Design mem_burst_sched, sky130hd; sources not shown.
run_1/closeup.png
The bar under the picture is 10 um long. Window x 62 to 102, y 29 to 69 um. Cells in grey, sequential cells in the stronger grey; small squares are vias.
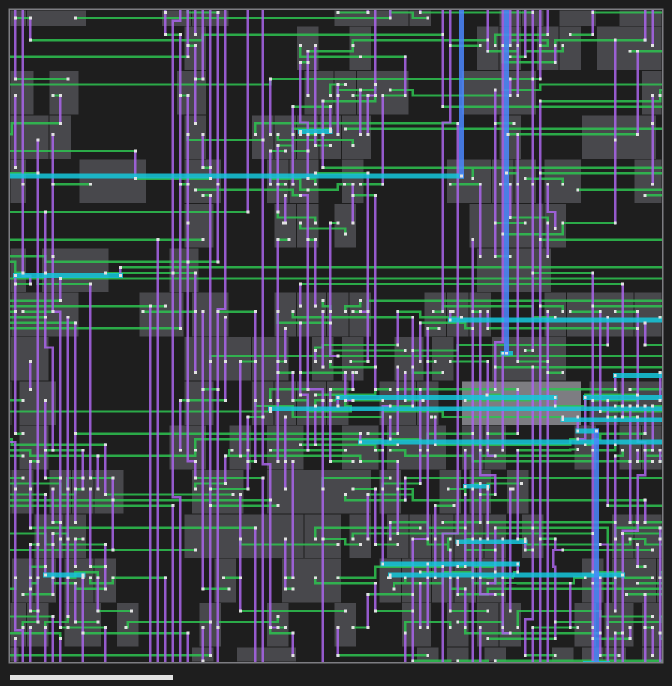
| colour | layer |
|---|---|
| green | M1 |
| cyan | M3 |
| blue | M4 |
| purple | M2 |
cells with their middle in the window: 137
sequential cells in the window: 1
most frequent: nand2_1 (51), nand3_1 (14), inv_1 (12)

run_1/m2.png
The bar under the picture is 50 um long.
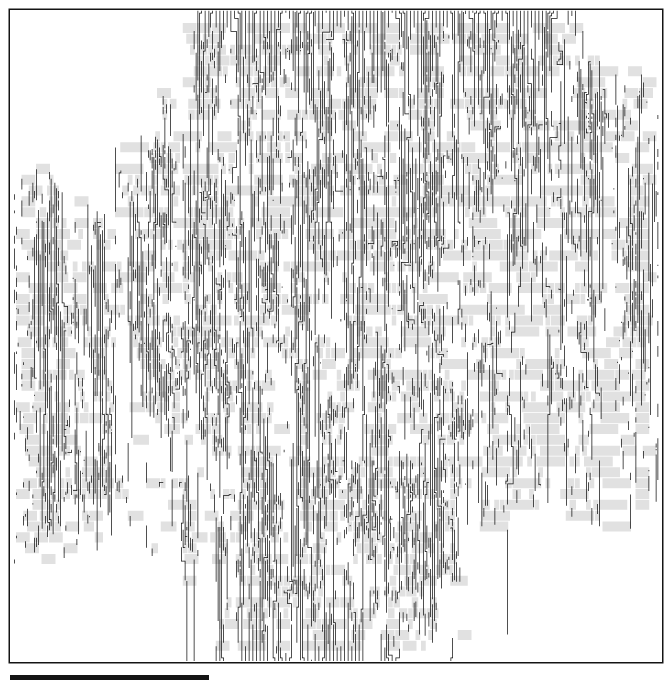
wire length on this layer: 15600 um
main direction: vertical
met2 GRT Util: 40.9%
total number of vias: 9733
drt total wl: 33200 um

run_1/m1.png
The bar under the picture is 50 um long. Supply wires on this layer in grey.
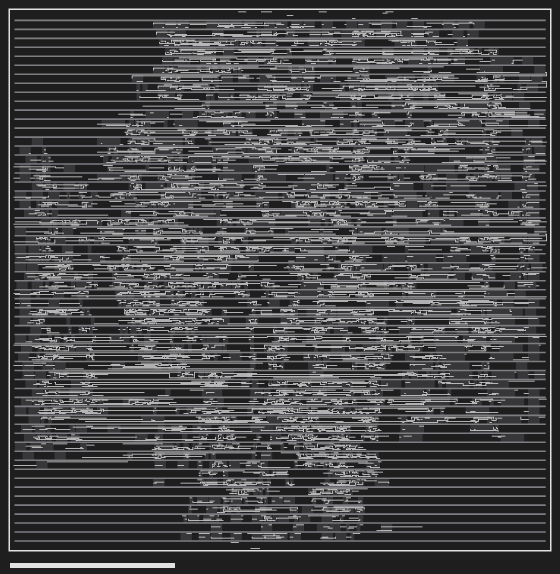
main direction: horizontal
wire length on this layer: 14500 um
longest straight run: 55.2 um
share of all routed wire: 44%
nets with wire on the layer: 1677
met1 usage: 31.6%

run_1/sizing.png
The bar under the picture is 50 um long.
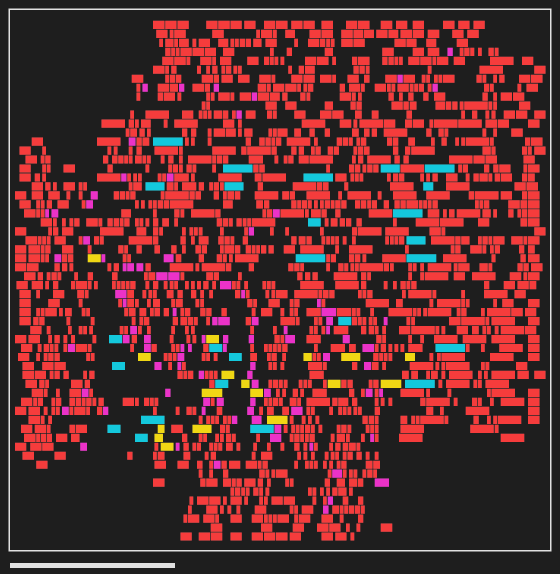
| colour | size | cells | share |
|---|---|---|---|
| red | x1 and smaller | 1488 | 92% |
| cyan | x6 and larger | 25 | 1.5% |
| magenta | x2 | 89 | 5.5% |
| yellow | x3 and x4 | 17 | 1.1% |
Final Worst Setup Slack: 405 ps
P&R area growth vs syn: 45.6%
Final Cell Area: 11400 um^2
Non-Clock Buffer Count: 347

==> ci_impl_report.md, run 1 <==
## Implementation flow summary

| Metric | Value |
|---|---|
| Outcome | completed |
| Adder share | 2.08% |
| Slew Viols, Final | 0 |
| Comb area share | 43.2% |
| Die Span Y | 164 um |
| Xor/xnor share | 0.782% |
| Worst-path maximum fanout | 10 |
| Flop count | 99 |
| Initial DRC count | 790 |
| Final Hold Fails | 0 |
| Flop area | 1980 um^2 |
| Vias in the first global route | 9011 |
| Crit share post-route | 92.4% |
| Worst-margin pin slew | 811 ps |
| Initial Util | 30.9% |
| Dpl ws | 234 ps |
| EDFF count, synth | 0 |
| Wire length per cell | 17.0 um |
| Largest net degree at the start of global routing | 22 |
| FF-to-FF path depth | 27 |
| Max layer used | met4 |
| Top_reg_cell synth | dfxtp_1 |
| Gate Count Post-Synth | 1321 |
| Chip area | 26800 um^2 |
| Hold path depth | 2 |
| Core box area | 25400 um^2 |
| Top delay family on crit path | simple AND/OR/NAND/NOR gates |
| DRC viols | 0 |
| DP Area | 11100 um^2 |
| Simple share | 41.8% |
| Max Cap Viol | 0 |
| Mapped Area | 7840 um^2 |
| Warning total across the stage logs | 33 |
| Antenna diodes | 2 |
| Stages on worst setup path | 27 |
| Setup bufs post-CTS | 0 |
| Chip width | 164 um |
| Post-Syn Nets | 1577 |
| Late-Pin Clk Latency | 360 ps |
| Crit Path Class | register to register |
| Top cell category | combinational gates |
| Cell count after placement | 1933 |
| Min-delay worst type | register to register |
| Clk_skew | 11.3 ps |
| Register share after synthesis | 25.3% |
| Dominant comb cell | simple AND/OR/NAND/NOR gates |
| Fillers | 2688 |
| Seq area share | 17.4% |
| Site row count | 58 |
| Final #Nets | 1870 |
| M1 WL | 14500 um |
| Initial antenna violation count | 2 |
| Buf/Inv on CP | 6 |
| Hold buffer count at cts | 0 |
| # H-tree levels | 3 |
| CP max stage cell | clkbuf_1 |
| Most frequent cells after synthesis | nand2_1 (325), nor2_1 (166), inv_1 (134), nand3_1 (134), dfxtp_1 (99) |
| Most used cell, CP | nand2_1 |
| Mux area share | 0% |
| Clk buf depth | 2 |
| Top cells, area | dfxtp_1 (25%), nand2_1 (16%), nand3_1 (8.6%), nor2_1 (8.0%), inv_1 (6.4%) |
| Grt total ovfl | 0 |
| Clock Root Buffer | clkbuf_16 |
| Ys cells | 1321 |
| Non-clk invs | 159 |
| CP arrival | 5120 ps |
| Comb_multi_in | 998 |
| Mean area per synthesized cell | 5.93 um^2 |
| Detailed Place HPWL | 26600 um |
| IO Pins | 283 |
| Post-cts sizing count | 0 |
| N_taps | 330 |
| Asr flop ratio synth | 0% |
| Most frequent logic cell in the layout | nand2_1 |
| Synth unique cells | 49 |
--- run 2 (diff from run 1) ---
ABC_CLOCK_PERIOD_IN_PS = 6150   (was 5300)
clock period = 6.15 ns   (was 5.3 ns; I/O delays follow)
==> run 2 against run 1 <==
  * Fmax fell by 1.8%
  * Count of clock-buffer cells in the layout is the same
  * Setup slack improved by 760 ps
  * Critical path type unchanged
  * Flip-flop count unchanged
==> ci_impl_report.md, run 2 <==
## Implementation flow summary

| Metric | Value |
|---|---|
| Outcome | completed |
| Initial antenna violation count | 2 |
| Clock Root Buffer | clkbuf_16 |
| CP max stage cell | buf_1 |
| Asr flop ratio synth | 0% |
| Cell count after placement | 1933 |
| # H-tree levels | 3 |
| Flop area | 1980 um^2 |
| Comb area share | 43.1% |
| M1 WL | 14400 um |
| Detailed Place HPWL | 26600 um |
| Most frequent cells after synthesis | nand2_1 (325), nor2_1 (166), inv_1 (134), nand3_1 (134), dfxtp_1 (99) |
| FF-to-FF path depth | 34 |
| Ys cells | 1321 |
| Initial DRC count | 740 |
| EDFF count, synth | 0 |
| Total number of vias | 9770 |
| Non-clk invs | 159 |
| IO Pins | 283 |
| DP Area | 11100 um^2 |
| Mux area share | 0% |
| Hold path depth | 2 |
| Flop count | 99 |
| N_taps | 330 |
| Mapped Area | 7840 um^2 |
| Post-Syn Nets | 1577 |
| Drt total wl | 33100 um |
| Seq area share | 17.4% |
| Worst-path maximum fanout | 10 |
| Clk_skew | 13.0 ps |
| Non-Clock Buffer Count | 347 |
| Met1 usage | 31.6% |
| Post-cts sizing count | 0 |
| Xor/xnor share | 0.782% |
| Stages on worst setup path | 34 |
| Dpl ws | 914 ps |
| Min-delay worst type | register to register |
| DRC viols | 0 |
| Buf/Inv on CP | 8 |
| Largest net degree at the start of global routing | 22 |
| Vias in the first global route | 9011 |
| Site row count | 58 |
| Setup bufs post-CTS | 0 |
| Top cell category | combinational gates |
| Hold buffer count at cts | 0 |
run_2/closeup.png
The bar under the picture is 10 um long. Window x 62 to 102, y 29 to 69 um. Cells in grey, sequential cells in the stronger grey; small squares are vias.
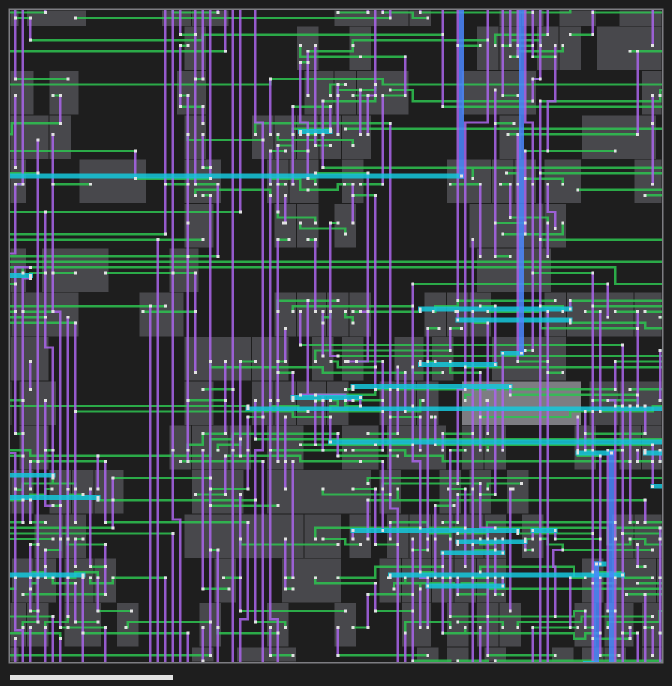
| colour | layer |
|---|---|
| cyan | M3 |
| purple | M2 |
| green | M1 |
| blue | M4 |
sequential cells in the window: 1
most frequent: nand2_1 (51), nand3_1 (14), inv_1 (12)
cells with their middle in the window: 137

run_2/sizing.png
The bar under the picture is 50 um long.
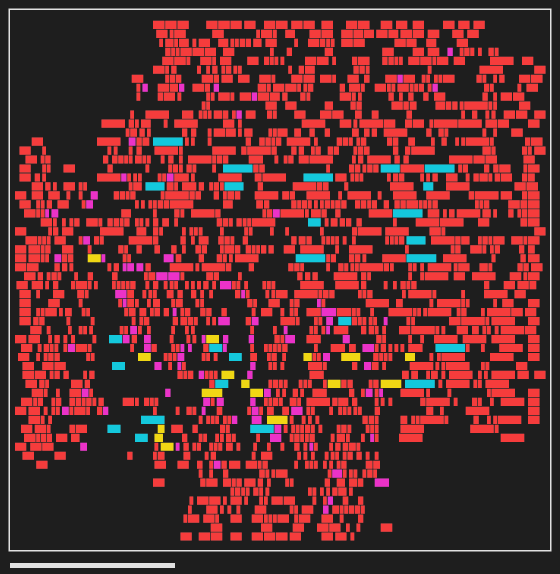
| colour | size | cells | share |
|---|---|---|---|
| yellow | x3 and x4 | 16 | 0.99% |
| red | x1 and smaller | 1492 | 92% |
| cyan | x6 and larger | 25 | 1.5% |
| magenta | x2 | 86 | 5.3% |
Final Cell Area: 11400 um^2
Final Worst Setup Slack: 1170 ps
P&R area growth vs syn: 45.4%

